[config.mk]
export PLATFORM = sky130hd
export DESIGN_NAME = imem_loader
export DESIGN_NICKNAME = d
export VERILOG_FILES = /design/src/rtl/imem_loader.sv
export SDC_FILE = /design/constraint.sdc
export NUM_CORES = 1
export LEC_CHECK = 0
export CAP_MARGIN = 5
export CORE_MARGIN = 5
export CORE_UTILIZATION = 57
export DETAILED_ROUTE_END_ITERATION = 16
export HOLD_SLACK_MARGIN = 0.12
export PLACE_DENSITY_LB_ADDON = 0.12
export REMOVE_ABC_BUFFERS = 1
export SYNTH_ARGS = -nofsm -noshare
export SYNTH_HDL_FRONTEND = slang
export SYNTH_SLANG_ARGS = --single-unit
[constraint.sdc]
create_clock -name clk_i -period 5.2 [get_ports clk_i]
set_input_delay 1.04 -clock clk_i [delete_from_list [all_inputs] [get_ports clk_i]]
set_output_delay 1.04 -clock clk_i [all_outputs]
set_load 0.01 [all_outputs]
[src/rtl/imem_loader.sv]
// Instruction-memory program loader: receives a length-prefixed, XOR-checksummed byte stream,
// writes big-endian 32-bit words into the instruction memory, and holds the CPU until a verified load.
//
// state   | meaning
// S_IDLE  | waiting for start, CPU released
// S_LEN   | accepting the word-count byte
// S_DATA  | accepting data bytes into the shift register
// S_WRITE | one-cycle memory write of the assembled word
// S_CSUM  | accepting and comparing the checksum byte
// S_DONE  | one-cycle completion pulse, CPU released
// S_ERR   | failed load, CPU held until a new start
module imem_loader #(
   parameter int DEPTH = 64,
   parameter int AW    = 6
) (
   input  logic          clk_i,
   input  logic          reset_i,
   input  logic          start_i,
   input  logic          byte_valid_i,
   input  logic [7:0]    byte_data_i,
   output logic          byte_ready_o,
   output logic          we_o,
   output logic [AW-1:0] waddr_o,
   output logic [31:0]   wdata_o,
   output logic          cpu_hold_o,
   output logic          busy_o,
   output logic          done_o,
   output logic          error_o
);

   typedef enum logic [2:0] {
      S_IDLE  = 3'd0,
      S_LEN   = 3'd1,
      S_DATA  = 3'd2,
      S_WRITE = 3'd3,
      S_CSUM  = 3'd4,
      S_DONE  = 3'd5,
      S_ERR   = 3'd6
   } state_t;

   localparam logic [8:0] DEPTH_B = 9'(DEPTH);
   localparam logic [AW:0] ONE    = (AW+1)'(1);

   state_t        state_q, state_d;
   logic [AW:0]   cnt_q, cnt_d;
   logic [AW:0]   word_idx_q, word_idx_d;
   logic [1:0]    byte_idx_q, byte_idx_d;
   logic [31:0]   sr_q, sr_d;
   logic [7:0]    csum_q, csum_d;

   always_ff @(posedge clk_i or posedge reset_i) begin
      if (reset_i) begin
         state_q    <= S_IDLE;
         cnt_q      <= '0;
         word_idx_q <= '0;
         byte_idx_q <= '0;
         sr_q       <= '0;
         csum_q     <= '0;
      end else begin
         state_q    <= state_d;
         cnt_q      <= cnt_d;
         word_idx_q <= word_idx_d;
         byte_idx_q <= byte_idx_d;
         sr_q       <= sr_d;
         csum_q     <= csum_d;
      end
   end

   // Byte-consuming states only advance on byte_valid_i; ready is already implied by the state.
   always_comb begin
      state_d    = state_q;
      cnt_d      = cnt_q;
      word_idx_d = word_idx_q;
      byte_idx_d = byte_idx_q;
      sr_d       = sr_q;
      csum_d     = csum_q;
      case (state_q)
         S_IDLE, S_ERR: begin
            if (start_i) begin
               state_d    = S_LEN;
               cnt_d      = '0;
               word_idx_d = '0;
               byte_idx_d = '0;
               sr_d       = '0;
               csum_d     = '0;
            end
         end
         S_LEN: begin
            if (byte_valid_i) begin
               if (byte_data_i == 8'd0 || {1'b0, byte_data_i} > DEPTH_B) begin
                  state_d = S_ERR;
               end else begin
                  cnt_d      = byte_data_i[AW:0];
                  csum_d     = byte_data_i;
                  word_idx_d = '0;
                  byte_idx_d = '0;
                  state_d    = S_DATA;
               end
            end
         end
         S_DATA: begin
            if (byte_valid_i) begin
               sr_d       = {sr_q[23:0], byte_data_i};
               csum_d     = csum_q ^ byte_data_i;
               byte_idx_d = byte_idx_q + 2'd1;
               if (byte_idx_q == 2'd3) state_d = S_WRITE;
            end
         end
         S_WRITE: begin
            word_idx_d = word_idx_q + ONE;
            state_d    = (word_idx_q == cnt_q - ONE) ? S_CSUM : S_DATA;
         end
         S_CSUM: begin
            if (byte_valid_i) state_d = (byte_data_i == csum_q) ? S_DONE : S_ERR;
         end
         S_DONE:  state_d = S_IDLE;
         default: state_d = S_IDLE;
      endcase
   end

   assign byte_ready_o = (state_q == S_LEN) || (state_q == S_DATA) || (state_q == S_CSUM);
   assign we_o         = (state_q == S_WRITE);
   assign waddr_o      = word_idx_q[AW-1:0];
   assign wdata_o      = sr_q;
   assign busy_o       = (state_q == S_LEN) || (state_q == S_DATA) ||
                         (state_q == S_WRITE) || (state_q == S_CSUM);
   assign cpu_hold_o   = busy_o || (state_q == S_ERR);
   assign done_o       = (state_q == S_DONE);
   assign error_o      = (state_q == S_ERR);

endmodule

==> run_1/m3.png <==
Scale bar: 20 um.
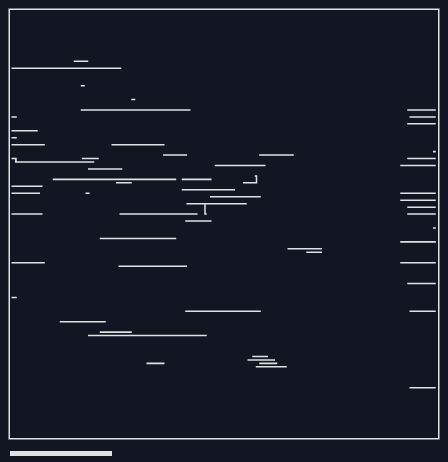
nets with wire on the layer: 50
share of all routed wire: 5.7%
WL final: 7290 um
met3 usage: 0.0533
routed via count: 2717

==> run_1/m2.png <==
Cells faint in the background.
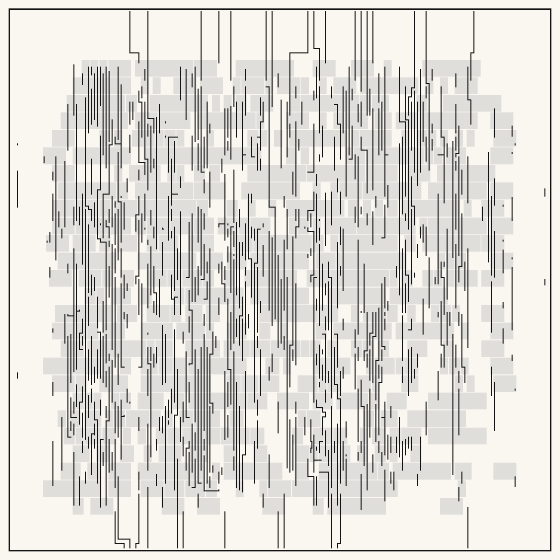
wire length on this layer: 3720 um
longest straight run: 35.7 um
share of all routed wire: 51%
M2 GR Usage: 0.361

==> reports/metrics.yaml, run 1 <==
status:
  outcome: "finished clean"
worst_hold_path:
  hold_class: "register to register"
synth:
  yosysMostFrequentCell: "nand2_1"
  ys_top_cells_by_count: "nand2_1, dfrtp_1, nand3_1"
  synth-cells-yosys: 350
  syn_area_sq_um: 3110
  async_flop_share: 1.00
  ys_area_sq_um: 3110
  ys.flop_type: "dfrtp_1"
  ys_types: 44
  top_cell_area_share: 0.475
  ys_warn_count: 0
floorplanning:
  die-width_um: 83.8
  die_area_sq_um: 7030
  fp.dieH_um: 83.8
  taps: 70
  ioPinCount: 56
  core_sq_um: 5200
  rows: 26
route:
  top_layer: "met4"
  dr_wl_met2_um: 3720
  first_pass_iters: 5
  viasPerCell: 5.86
  wl_per_cell_um: 15.7
  drc: 0
  dr_wl_met3_um: 417
  drt_iter0_markers: 246
  drt-met1-wl_um: 3040
clocking:
  clkTransAtPathRegs_ps: 70
  post-cts-setup-buffers: 0
  root_buffer: "clkbuf_8"
  cts_resized: 0
  cts.sink_count: 59
  clk_path_buf_depth: 2
  h-tree-depth: 3
global_routing:
  grt_max_degree: 60
  grtUsageTotal: 0.219
  grt_pass1_vias: 2570
  top_usage_layer: "met2"
  grt_pass1_wl_um: 12500
  antenna_found_initial: 0
  met1_usage: 0.286
flow_run:
  cap_violations: 0
  tool_warnings: 25
power:
  p_per_area_nw_per_um2: 537
  power_leakage_uw: 0.00179
critical_path:
  start_kind: "register"
  r2r_start: "state_q[2]$_DFFE_PP0P_"
  r2r_end: "csum_q[2]$_DFFE_PP0P_"
  cp.arrival_ps: 2670
  ff2ff_setup_slack_ps: 2380
  critPathLaunch: "state_q[2]$_DFFE_PP0P_"
layout:
  nonClkBufAreaFrac: 0.149
  comb_area_frac: 0.380
  drive_above_1_share: 0.0838
  largest_class: "registers"
  inv_count: 9
  clockNetworkAreaShare: 0.0545
  clock_buffers: 11
  layout.area.comb_sq_um: 1460
timing:
  setup_viol: 0
  hold_viol_final: 0
  rsz0062_at_grt: "false"
  fin_crit_sh: 0.713
  fmax_mhz: 270
  finClkSkew_ps: 8.88
placed_design:
  dp_hpwl_um: 4810
  dp.cells: 448
==> run_1/class_map.png <==
Fill, decap, tap and diode cells in grey.
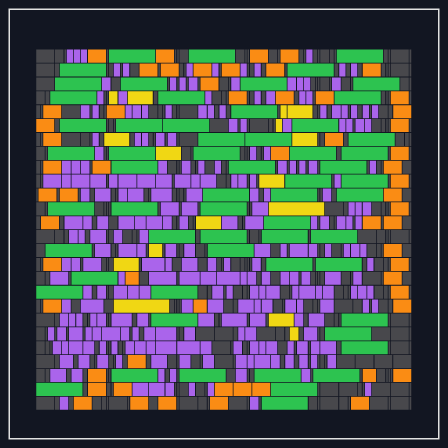
| colour | class | cells | share of their area |
|---|---|---|---|
| purple | remaining logic cells | 261 | 40% |
| green | sequential cells | 59 | 39% |
| yellow | clock drivers and dummy loads | 16 | 5.6% |
| orange | remaining buffers and delay cells | 58 | 15% |
final core utilization: 0.737
fraction of area in registers: 0.385

==> run 1: metrics by stage <==
stage          cell area [sq um]  power, uW  setup slack, ps   util
2_1_floorplan               2960       1250             2150      -
3_3_place_gp                3630       1580             1350  0.697
3_5_place_dp                3630       1610             1270  0.697
4_1_cts                     3840       2070             1470  0.737
5_1_grt                     3840       2210             1270  0.737
6_report                    3840       2060             1490  0.737
==> run 1: state kept, by name (all words and copies together) (netlist names) <==
name,cells
wdata_o,32
byte_idx_q,2
state_q,3
cnt_q,7
word_idx_q,7
csum_q,8
==> run 1: layout by cell type, fill, tap and decap left out, types with 5 or more instances in the layout <==
| cell type | synthesis | layout |
|---|---|---|
| nor2_1 | 12 | 10 |
| a31oi_1 | 5 | 5 |
| inv_1 | 9 | 8 |
| nor3_1 | 6 | 6 |
| clkbuf_8 | 0 | 9 |
| nand2_1 | 76 | 76 |
| a22o_1 | 8 | 8 |
| xor2_1 | 15 | 15 |
| a32o_1 | 8 | 8 |
| dfrtp_1 | 59 | 59 |
| nand3_1 | 40 | 40 |
| o21ai_0 | 29 | 29 |
| clkdlybuf4s50_1 | 0 | 55 |
==> run 1: power by group <==
part | internal [uW] | switching, uW
Sequential | 555 | 132
Clock | 269 | 183
Combinational | 391 | 531
==> run 1: logic make-up (layout without fill, tap and decap cells) <==
kind of cell    Yosys count  in the layout  synth area share
simple gates            157            157             0.231
fa+ha+maj                 3              3            0.0121
flops                    59             59             0.475
buf+inv                  39             83            0.0576
compound gates           69             69             0.156
mux                       4              4            0.0141
xor+xnor                 19             19            0.0535
==> run 1: critical path, cell delays in order (launching register included) <==
cell	delay (ps)
dfrtp_1	660
inv_1	200
nand2_1	450
o21ai_0	220
or2_2	320
clkdlybuf4s50_1	480
==> run_1/placed.png <==
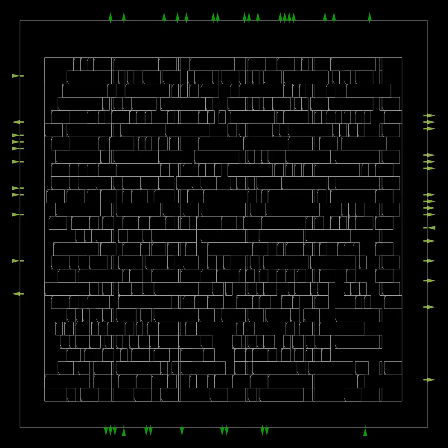

==> run 2, diff against run 1 <==
--- a/config.mk
+++ b/config.mk
@@ -7,7 +7,7 @@
 export LEC_CHECK = 0
 export CAP_MARGIN = 5
 export CORE_MARGIN = 5
-export CORE_UTILIZATION = 57
+export CORE_UTILIZATION = 47
 export DETAILED_ROUTE_END_ITERATION = 16
 export HOLD_SLACK_MARGIN = 0.12
 export PLACE_DENSITY_LB_ADDON = 0.12
==> constraint.sdc (replaced) <==
create_clock -name clk_i -period 3.4 [get_ports clk_i]
set_input_delay 0.68 -clock clk_i [delete_from_list [all_inputs] [get_ports clk_i]]
set_output_delay 0.68 -clock clk_i [all_outputs]
set_load 0.01 [all_outputs]
==> run_2/placed.png <==
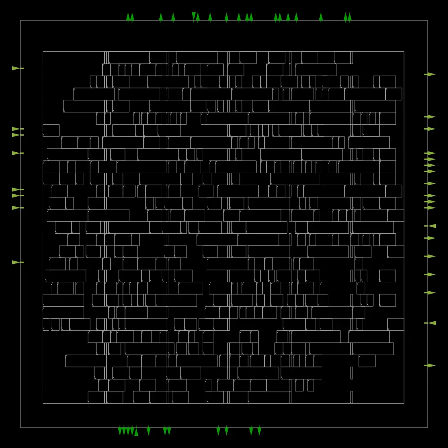
core area: 6390 sq um
fill cell count: 552
num sequential: 59
Post-Layout Cell Count: 481

==> run_2/class_map.png <==
Fill, decap, tap and diode cells in grey.
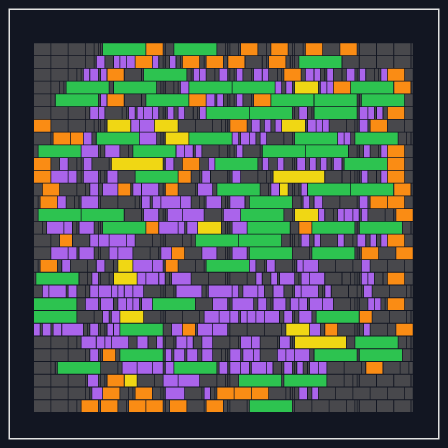
| colour | class | cells | share of their area |
|---|---|---|---|
| yellow | clock drivers and dummy loads | 16 | 6.4% |
| purple | remaining logic cells | 261 | 39% |
| green | sequential cells | 59 | 38% |
| orange | remaining buffers and delay cells | 68 | 17% |

==> run 2 against run 1 <==
  * Utilization fell by 12 points
  * Clock power is 78% higher
  * Design area rose by 3.2%
  * Global-route usage shrank 4.1 points
  * Worst setup slack got worse by 940 ps
  * Register-to-register slack got worse by 1500 ps
  * First-iteration DRC count shrank 51%
  * Largest cell class unchanged
  * Area after synthesis unchanged
  * Sequential power increased by 51%
  * Critical path type unchanged
  * Largest power group unchanged
  * Worst hold slack worse by 2.0 ps
==> reports/metrics.yaml, run 2 <==
status:
  outcome: "finished clean"
power:
  finalPower_uw: 3300  # +60%
  p_clk_uw: 802  # +78%
  power.group.top: "combinational logic"
  internal_power_uw: 2000  # +64%
  seqPwrFrac: 0.316  # -0.017
  power_frac_comb: 0.441  # -0.007
  p_sw_uw: 1300  # +54%
  swShare: 0.395  # -0.0158
  pwr-share-clk: 0.243  # +0.024
  power_leakage_uw: 0.00186  # +3.8%
  comb-power_uw: 1450  # +57%
  p_per_area_nw_per_um2: 833  # +55%
  seq_power_uw: 1040  # +51%
timing:
  drv_slew: 0
  rsz0062_at_grt: "false"
  setup_viol: 0  # unchanged
  finClkSkew_ps: 3.44  # -5.44 ps
  fin_crit_sh: 0.838
  setup_tns_ps: 0
  hold_viol_final: 0  # unchanged
  fmax_mhz: 351
  setup_slack_ps: 550  # -942 ps
floorplanning:
  ioPinCount: 56  # unchanged
  die_area_sq_um: 8340  # +19%
  die-width_um: 91.3  # +8.9%
  rows: 29  # +12%
  fp.dieH_um: 91.3  # +8.9%
synth:
  top_cell_area_share: 0.475  # unchanged
  ys_types: 44  # unchanged
  ys_ff: 59
  ys.flop_type: "dfrtp_1"
  ys_warn_count: 0  # unchanged
  ys_top_cells_by_count: "nand2_1, dfrtp_1, nand3_1"
  ys_seq_share: 0.475
  yosysMostFrequentCell: "nand2_1"
  async_flop_share: 1.00  # unchanged
  ys_area_sq_um: 3110  # unchanged
  synth-cells-yosys: 350  # unchanged
  syn_area_sq_um: 3110  # unchanged
clocking:
  holdBufCountCts: 0
  cts_resized: 0  # unchanged
  h-tree-depth: 3  # unchanged
  root_buffer: "clkbuf_8"
  clk_path_buf_depth: 2  # unchanged
  post-cts-setup-buffers: 0  # unchanged
  cts.sink_count: 59  # unchanged
  clkTransAtPathRegs_ps: 70  # about the same
global_routing:
  met1_usage: 0.247  # -0.0395
  grt.met3_usage: 0.0331  # -0.0202
  top_usage_layer: "met2"
  grt_util_met2: 0.276  # -0.0844
  grt_pass1_wl_um: 12100  # -3.6%
  grtUsageTotal: 0.177  # -0.0413
  grt_max_degree: 35  # -42%
  grt_pass1_vias: 2454  # -4.5%
  antenna_found_initial: 0  # unchanged
route:
  dr_wl_met3_um: 421  # +0.96%
  dr_wl_met2_um: 3370  # -9.4%
  wl_per_cell_um: 15.0  # -4.7%
  drc: 0  # unchanged
  first_pass_iters: 4  # -1
  top_layer: "met4"
  drt_iter0_markers: 121  # -51%
  via_count: 2620  # -3.6%
  drt-met1-wl_um: 3270  # +7.6%
  detail-route-antenna-nets: 0
  wl_um: 7200  # -1.2%
  viasPerCell: 5.45  # -7.0%
placed_design:
  dp.cells: 465  # +3.8%
  dp_hpwl_um: 4990  # +3.9%
  dpl-instance-area_sq_um: 3710  # +2.3%
  dp_slack_ps: 232  # -1040 ps
  port-buffer-count: 55
critical_path:
  slowest_delay_ps: 650  # about the same
  path_class: "register to output port"
  cp.arrival_ps: 2170  # -500 ps
  crit_path_cell_trace: "inv_1 > nand2_1 > o21ai_0 > or2_2 > clkdlybuf4s50_1"
  start_kind: "register"
  cp_slowest_cell: "dfrtp_1"
flow_run:
  tool_warnings: 25  # unchanged
  cap_violations: 0  # unchanged
layout:
  drive_above_1_share: 0.111  # +0.0276
  largest_register_ffs: 32  # unchanged
  finish.utilization: 0.620  # -0.117
  stdcell_area_sq_um: 3960  # +3.2%
  layout_top_cells: "nand2_1, dfrtp_1, clkdlybuf4s50_1"
  layout_top_cell: "nand2_1"
worst_hold_path:
  hold_class: "register to register"
[run 2: cell counts after synthesis]
No cell type changed its count.
[run 2: final timing paths]
check | startpoint | endpoint | slack (ps) | cells past startpoint
max reg2reg | state_q[0]$_DFFE_PP0P_ | cnt_q[4]$_DFFE_PP0P_ | 890 | 5
min | wdata_o[24]$_DFFE_PP0P_ | wdata_o[24]$_DFFE_PP0P_ | 460 | 2
max | state_q[2]$_DFFE_PP0P_ | busy_o | 550 | 5
min in group asynchronous | reset_i | state_q[1]$_DFFE_PP0P_ | 580 | 2
max in group asynchronous | reset_i | wdata_o[2]$_DFFE_PP0P_ | 2180 | 3
min reg2reg | wdata_o[24]$_DFFE_PP0P_ | wdata_o[24]$_DFFE_PP0P_ | 460 | 2
[run 2: final cells by class]
| cell class | count | area (sq um) |
|---|---|---|
| Fill cell | 552 | 2420 |
| Sequential cell | 59 | 1480 |
| Multi-Input combinational cell | 252 | 1460 |
| Timing Repair Buffer | 68 | 648 |
| Clock buffer | 10 | 138 |
| Clock inverter | 6 | 111 |
| Tap cell | 77 | 96.3 |
| Inverter | 9 | 33.8 |
[run 2: kinds of logic (layout without fill, tap and decap cells)]
family                   after synthesis  in the layout  share of synthesized area
AND-OR/OR-AND                         69             69                      0.156
XOR/XNOR                              19             19                     0.0535
adder cells (fa/ha/maj)                3              3                     0.0121
buffers and inverters                 39             93                     0.0576
flip-flops                            59             59                      0.475
multiplexers                           4              4                     0.0141
AND/OR/NAND/NOR                      157            157                      0.231
[run 2: worst max-delay path, delay by kind of cell, from the launching register on]
family | cells | cell delay (ps)
buf+inv | 2 | 670
flops | 1 | 650
compound gates | 1 | 100
simple gates | 2 | 400
Power figures rest on the tool's default switching activity, not on a simulated workload.
